`src/rtl/multicycle_control.sv`:
```
// Main control unit for the multicycle MIPS datapath.
// Moore FSM: state register, next-state logic and output decode are separate
// processes. Outputs are combinational from the current state, plus funct,
// zero and mem_ready in the states that use them.
module multicycle_control (
  input  logic       clk,
  input  logic       rst_n,
  input  logic [5:0] opcode,
  input  logic [5:0] funct,
  input  logic       zero,
  input  logic       mem_ready,
  output logic       PCWrite,
  output logic       IorD,
  output logic       MemRead,
  output logic       MemWrite,
  output logic       IRWrite,
  output logic       MemtoReg,
  output logic       RegDst,
  output logic       RegWrite,
  output logic       ALUSrcA,
  output logic [1:0] ALUSrcB,
  output logic [1:0] PCSrc,
  output logic [3:0] ALUCnt,
  output logic       illegal,
  output logic [3:0] state
);

  typedef enum logic [3:0] {
    S_FETCH  = 4'd0,
    S_DECODE = 4'd1,
    S_MEMADR = 4'd2,
    S_MEMRD  = 4'd3,
    S_MEMWB  = 4'd4,
    S_MEMWR  = 4'd5,
    S_EXEC   = 4'd6,
    S_RWB    = 4'd7,
    S_BEQ    = 4'd8,
    S_ADDIEX = 4'd9,
    S_ADDIWB = 4'd10,
    S_JUMP   = 4'd11
  } state_t;

  localparam logic [5:0] OP_RTYPE = 6'h00;
  localparam logic [5:0] OP_J     = 6'h02;
  localparam logic [5:0] OP_BEQ   = 6'h04;
  localparam logic [5:0] OP_ADDI  = 6'h08;
  localparam logic [5:0] OP_LW    = 6'h23;
  localparam logic [5:0] OP_SW    = 6'h2B;

  localparam logic [3:0] ALU_AND = 4'd0;
  localparam logic [3:0] ALU_OR  = 4'd1;
  localparam logic [3:0] ALU_ADD = 4'd2;
  localparam logic [3:0] ALU_SUB = 4'd3;
  localparam logic [3:0] ALU_SLT = 4'd4;
  localparam logic [3:0] ALU_NOR = 4'd5;
  localparam logic [3:0] ALU_SLL = 4'd6;
  localparam logic [3:0] ALU_SRL = 4'd7;

  state_t cur, nxt;

  assign state = cur;

  // R-type funct decode: returns {legal, alu_code}; unknown funct -> ADD, not legal.
  function automatic logic [4:0] decode_funct(input logic [5:0] f);
    logic [4:0] r;
    case (f)
      6'h20, 6'h21: r = {1'b1, ALU_ADD};
      6'h22, 6'h23: r = {1'b1, ALU_SUB};
      6'h24:        r = {1'b1, ALU_AND};
      6'h25:        r = {1'b1, ALU_OR};
      6'h27:        r = {1'b1, ALU_NOR};
      6'h2A:        r = {1'b1, ALU_SLT};
      6'h00:        r = {1'b1, ALU_SLL};
      6'h02:        r = {1'b1, ALU_SRL};
      default:      r = {1'b0, ALU_ADD};
    endcase
    return r;
  endfunction

  logic [4:0] fdec;
  assign fdec = decode_funct(funct);

  // State register; reset drops straight back to FETCH, aborting any instruction.
  always_ff @(posedge clk or negedge rst_n) begin
    if (!rst_n) cur <= S_FETCH;
    else        cur <= nxt;
  end

  // Next-state selection.
  always_comb begin
    nxt = S_FETCH;
    case (cur)
      S_FETCH:  nxt = mem_ready ? S_DECODE : S_FETCH;
      S_DECODE: begin
        case (opcode)
          OP_LW, OP_SW: nxt = S_MEMADR;
          OP_RTYPE:     nxt = S_EXEC;
          OP_BEQ:       nxt = S_BEQ;
          OP_ADDI:      nxt = S_ADDIEX;
          OP_J:         nxt = S_JUMP;
          default:      nxt = S_FETCH;
        endcase
      end
      S_MEMADR: nxt = (opcode == OP_SW) ? S_MEMWR : S_MEMRD;
      S_MEMRD:  nxt = mem_ready ? S_MEMWB : S_MEMRD;
      S_MEMWB:  nxt = S_FETCH;
      S_MEMWR:  nxt = mem_ready ? S_FETCH : S_MEMWR;
      S_EXEC:   nxt = fdec[4] ? S_RWB : S_FETCH;
      S_RWB:    nxt = S_FETCH;
      S_BEQ:    nxt = S_FETCH;
      S_ADDIEX: nxt = S_ADDIWB;
      S_ADDIWB: nxt = S_FETCH;
      S_JUMP:   nxt = S_FETCH;
      default:  nxt = S_FETCH;
    endcase
  end

  // Output decode; while reset is held all enables and the illegal flag are masked.
  always_comb begin
    PCWrite  = 1'b0;
    IorD     = 1'b0;
    MemRead  = 1'b0;
    MemWrite = 1'b0;
    IRWrite  = 1'b0;
    MemtoReg = 1'b0;
    RegDst   = 1'b0;
    RegWrite = 1'b0;
    ALUSrcA  = 1'b0;
    ALUSrcB  = 2'b00;
    PCSrc    = 2'b00;
    ALUCnt   = ALU_AND;
    illegal  = 1'b0;
    case (cur)
      S_FETCH: begin
        MemRead = 1'b1;
        ALUSrcB = 2'b01;
        ALUCnt  = ALU_ADD;
        IRWrite = mem_ready;
        PCWrite = mem_ready;
      end
      S_DECODE: begin
        ALUSrcB = 2'b11;
        ALUCnt  = ALU_ADD;
        case (opcode)
          OP_LW, OP_SW, OP_RTYPE, OP_BEQ, OP_ADDI, OP_J: illegal = 1'b0;
          default:                                       illegal = 1'b1;
        endcase
      end
      S_MEMADR: begin
        ALUSrcA = 1'b1;
        ALUSrcB = 2'b10;
        ALUCnt  = ALU_ADD;
      end
      S_MEMRD: begin
        IorD    = 1'b1;
        MemRead = 1'b1;
      end
      S_MEMWB: begin
        RegWrite = 1'b1;
        MemtoReg = 1'b1;
      end
      S_MEMWR: begin
        IorD     = 1'b1;
        MemWrite = 1'b1;
      end
      S_EXEC: begin
        ALUSrcA = 1'b1;
        ALUCnt  = fdec[3:0];
        illegal = ~fdec[4];
      end
      S_RWB: begin
        RegWrite = 1'b1;
        RegDst   = 1'b1;
        ALUCnt   = fdec[3:0];
      end
      S_BEQ: begin
        ALUSrcA = 1'b1;
        ALUCnt  = ALU_SUB;
        PCSrc   = 2'b01;
        PCWrite = zero;
      end
      S_ADDIEX: begin
        ALUSrcA = 1'b1;
        ALUSrcB = 2'b10;
        ALUCnt  = ALU_ADD;
      end
      S_ADDIWB: begin
        RegWrite = 1'b1;
      end
      S_JUMP: begin
        PCSrc   = 2'b10;
        PCWrite = 1'b1;
      end
      default: ;
    endcase
    if (!rst_n) begin
      PCWrite  = 1'b0;
      IRWrite  = 1'b0;
      MemRead  = 1'b0;
      MemWrite = 1'b0;
      RegWrite = 1'b0;
      illegal  = 1'b0;
    end
  end

endmodule

```
`config.mk`:
```
export PLATFORM = sky130hd
export DESIGN_NAME = multicycle_control
export DESIGN_NICKNAME = d
export VERILOG_FILES = /design/src/rtl/multicycle_control.sv
export SDC_FILE = /design/constraint.sdc
export NUM_CORES = 1
export LEC_CHECK = 0
export CAP_MARGIN = 10
export CORE_ASPECT_RATIO = 1.1
export CORE_MARGIN = 4
export CORE_UTILIZATION = 40
export CTS_BUF_LIST = sky130_fd_sc_hd__clkbuf_16
export DETAILED_ROUTE_END_ITERATION = 10
export MAX_ROUTING_LAYER = met4
export PLACE_DENSITY = 0.84
export SKIP_CTS_REPAIR_TIMING = 1
export SLEW_MARGIN = 40
export SYNTH_ARGS = -nofsm -noshare
export SYNTH_HDL_FRONTEND = slang
export SYNTH_SLANG_ARGS = --single-unit
```
`constraint.sdc`:
```
create_clock -name clk -period 3.7 [get_ports clk]
set_input_delay 0.74 -clock clk [delete_from_list [all_inputs] [get_ports clk]]
set_output_delay 0.74 -clock clk [all_outputs]
set_load 0.05 [all_outputs]
```
==> COMMIT_EDITMSG <==
Record implementation results from latest flow run

- Sequential power: approximately 90 µW
* Num sequential: 4
* Proportion of synthesized flip-flops having asynchronous set or reset: 100%
- Hold is met by about 660 ps.
- The power report attributes to the combinational group a share of between 60% and 70%.
- Number of filler instances in the final layout: roughly 150
* Portion of the clock cycle consumed by the worst path in the final layout: 92.6%
- The layout contains a multi-input combinational cell count of 84.
- Hold Vio Cnt, Final: 0
- Arrival time of the worst setup path: approximately 2700 ps
- Total negative slack for setup checks: 0 ps
- Switching Fraction: between 40% and 50%
* Portion of synthesized cell area occupied by the leading cell type: ~15%
- Clock-pin slew reported for the worst setup and hold paths after clock tree synthesis: about 30 ps
- The synthesized netlist was found by Yosys to have between 90 and 100 cells.
* Cells after synthesis: 97
* Number of nets in the finished design: ~150
- The worst hold path belongs to the class reg -> reg.
- Warnings reported by Yosys during synthesis add up to 0.
- Boundary Pins: 38
- The report lists the cells along the critical path as clkdlybuf4s50_1 > a21boi_0 > and3b_1 > a41oi_1 > nor3_1 > clkdlybuf4s50_1.
- Hold Path Origin: state[2]
- Actual slew at the worst max-slew pin: about 530 ps
- Run status: completed
* Largest area class, layout: logic gates
* CP endpoint kind: output port
* Number of instances on the worst hold path: 1
- In the finished layout, the clock tree contains a buffer count of 3.
* Slowest CP cell: sky130_fd_sc_hd__clkdlybuf4s50_1
- After the first detailed-routing iteration, the DRC count stood at 23.
- The floorplan report lists the tap cell count as 17.
- Min-Delay Endpoint: state[3]
* Endpoint of the most critical register-to-register path: state[0]
* Antenna viol nets, final: 0
- Synth cell count leaders: 12 x sky130_fd_sc_hd__nor2_1, 6 x sky130_fd_sc_hd__nand2_1, 6 x sky130_fd_sc_hd__nor3_1
- Diodes inserted: 0
- The end-of-flow timing check tallies setup violations at 0.
- Non-clock inverter total of the final layout: 4
- Worst slew margin: about two thirds
- In the final layout, the share of cells above drive strength 1 is 6.11%.
- Reg2Reg Depth: 4
- For the final database, setup skew stands at about 1.7 ps.
- The number of antenna violations at the first check in global routing is 0.
* Post-Route M1 WL: 818 µm
* Number of cells in the design after placement: between 100 and 150
- Row generation in the floorplan step produced 15 rows.
- Net Switching: between 300 and 400 µW
- The dominant power group in this design is combinational logic.
- Post-synth EDFFs: 0
- Non-clock buffers, area share: 32.5%
- Portion of total power attributed to the clock network: 25.7%
- After layout, the design draws a total of roughly 660 µW.
- In the layout the commonest cells are 34 x sky130_fd_sc_hd__clkdlybuf4s50_1, 12 x sky130_fd_sc_hd__nor2_1, 6 x sky130_fd_sc_hd__nand2_1, 6 x sky130_fd_sc_hd__nor3_1.
- Core area: between 1500 and 2000 µm²
- Routability-driven placement finished with a final weighted congestion of roughly 0.85.
- The worst path in the final design needs a cycle of about 3400 ps, including I/O delays and setup.
- Maximum buffer depth of the clock tree: 2
- Number of synthesized register bits: 4
- Final clock-cell share: about 7%
- For flop-to-flop paths, the worst setup slack is roughly 2000 ps.
- Synthesized chip area reported by yosys: 667 µm²
- In this design, the largest share of critical-path delay is due to buffers and inverters.
- Cell Int Power: around 330 µW
- Before antenna repair, the detailed router went through 4 iterations.
- Die extent in y: 50.8 µm
- The area taken by multi-input combinational cells is reported as 526 µm².
* Number of distinct standard cells referenced by the synthesized netlist: between 40 and 50
- Detailed routing placed a total of between 1 and 1.5 mm of wire on met2.
- Most common cell in the netlist: sky130_fd_sc_hd__nor2_1
* Crit path buf inv count: 2
- Latest clock arrival within the worst-skew pair: roughly 220 ps
* Combinational-cell power consumption: 397 µW
- Per the placement log, port buffering inserted 36 buffers.
- The worst path meets setup with ~270 ps of slack.
- Compared with the post-synthesis result, the final layout area differs by 63.8%.
* Total nets after synthesis: 113
* Number of logged tool warnings: 26
- Dividing the detail-routed via count by the number of cells gives roughly 6.
* Total CTS buffers: 3
* Sequential cell area share: approximately 9%
* HPWL reported at the end of detailed placement: 1.65 mm
* Crit path DRT: 2960 ps
- Before placement the cells fill between 40% and 50% of the core.
- For the worst reg-to-reg path, the startpoint reported by OpenROAD is state[1].
* Setup repair after global routing missed its margin: no
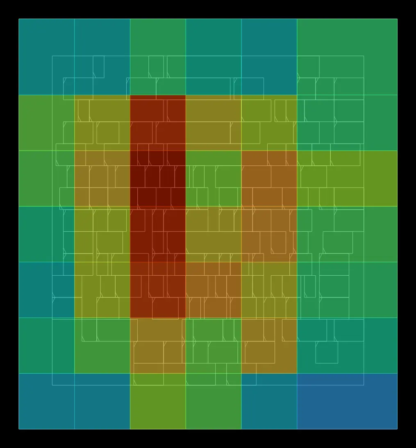
Figure 1: track usage over the die.
share of the core filled with cells in the final layout: 69.3%
wire length per cell: 14.6 µm
GRT Overall Usage: 19.5%
Global Route met1 Usage: 20.5%
busiest layer in global routing: met2

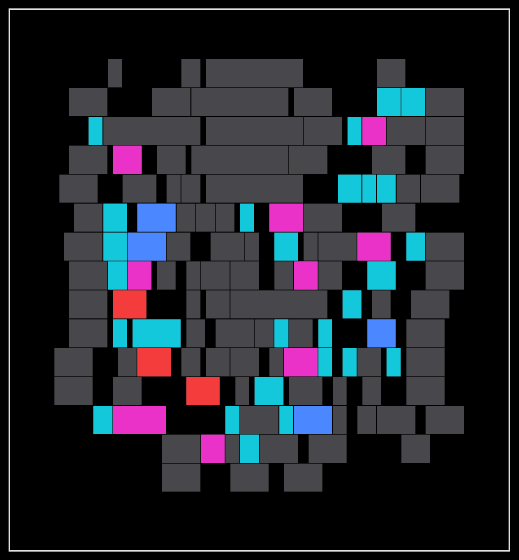
Figure 2: logic cells by family.
XOR/XNOR gates -> red  # cells 3, most used xor2_1
NOR gates -> cyan  # cells 27, most used nor2_1
AND and OR gates -> magenta  # cells 9
AND-OR and OR-AND gates -> blue  # cells 4
Finished Layout Cells: 148
logic share of the area: 48.1%
commonest non-fill, non-tap cell in the layout: sky130_fd_sc_hd__clkdlybuf4s50_1

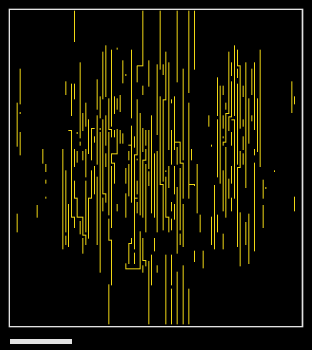
Figure 3: met2 routing.
Scale bar: 10 µm.
wire length on this layer = 1150 µm
share of all routed wire = 53%
longest straight run = 22.4 µm
GR met2 Demand/Resource: 36.0%
Routed Wire Length: 2.16 mm
via total after detailed routing: 869

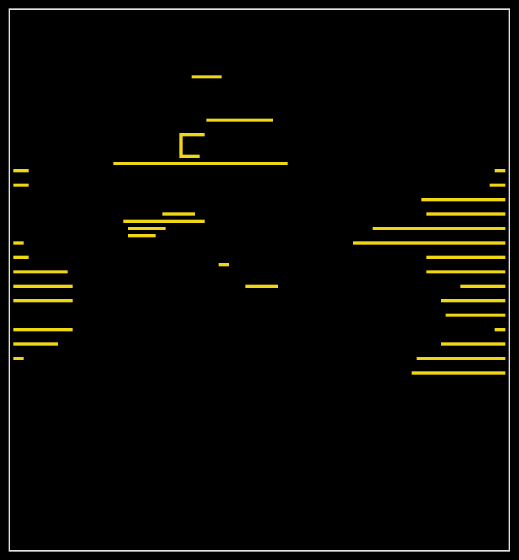
Figure 4: M3 wires.
wire length on this layer = 174 µm
share of all routed wire = 8.1%
main direction = horizontal
met3 usage in global routing: 2.82%

Power figures rest on the tool's default switching activity, not on a simulated workload.
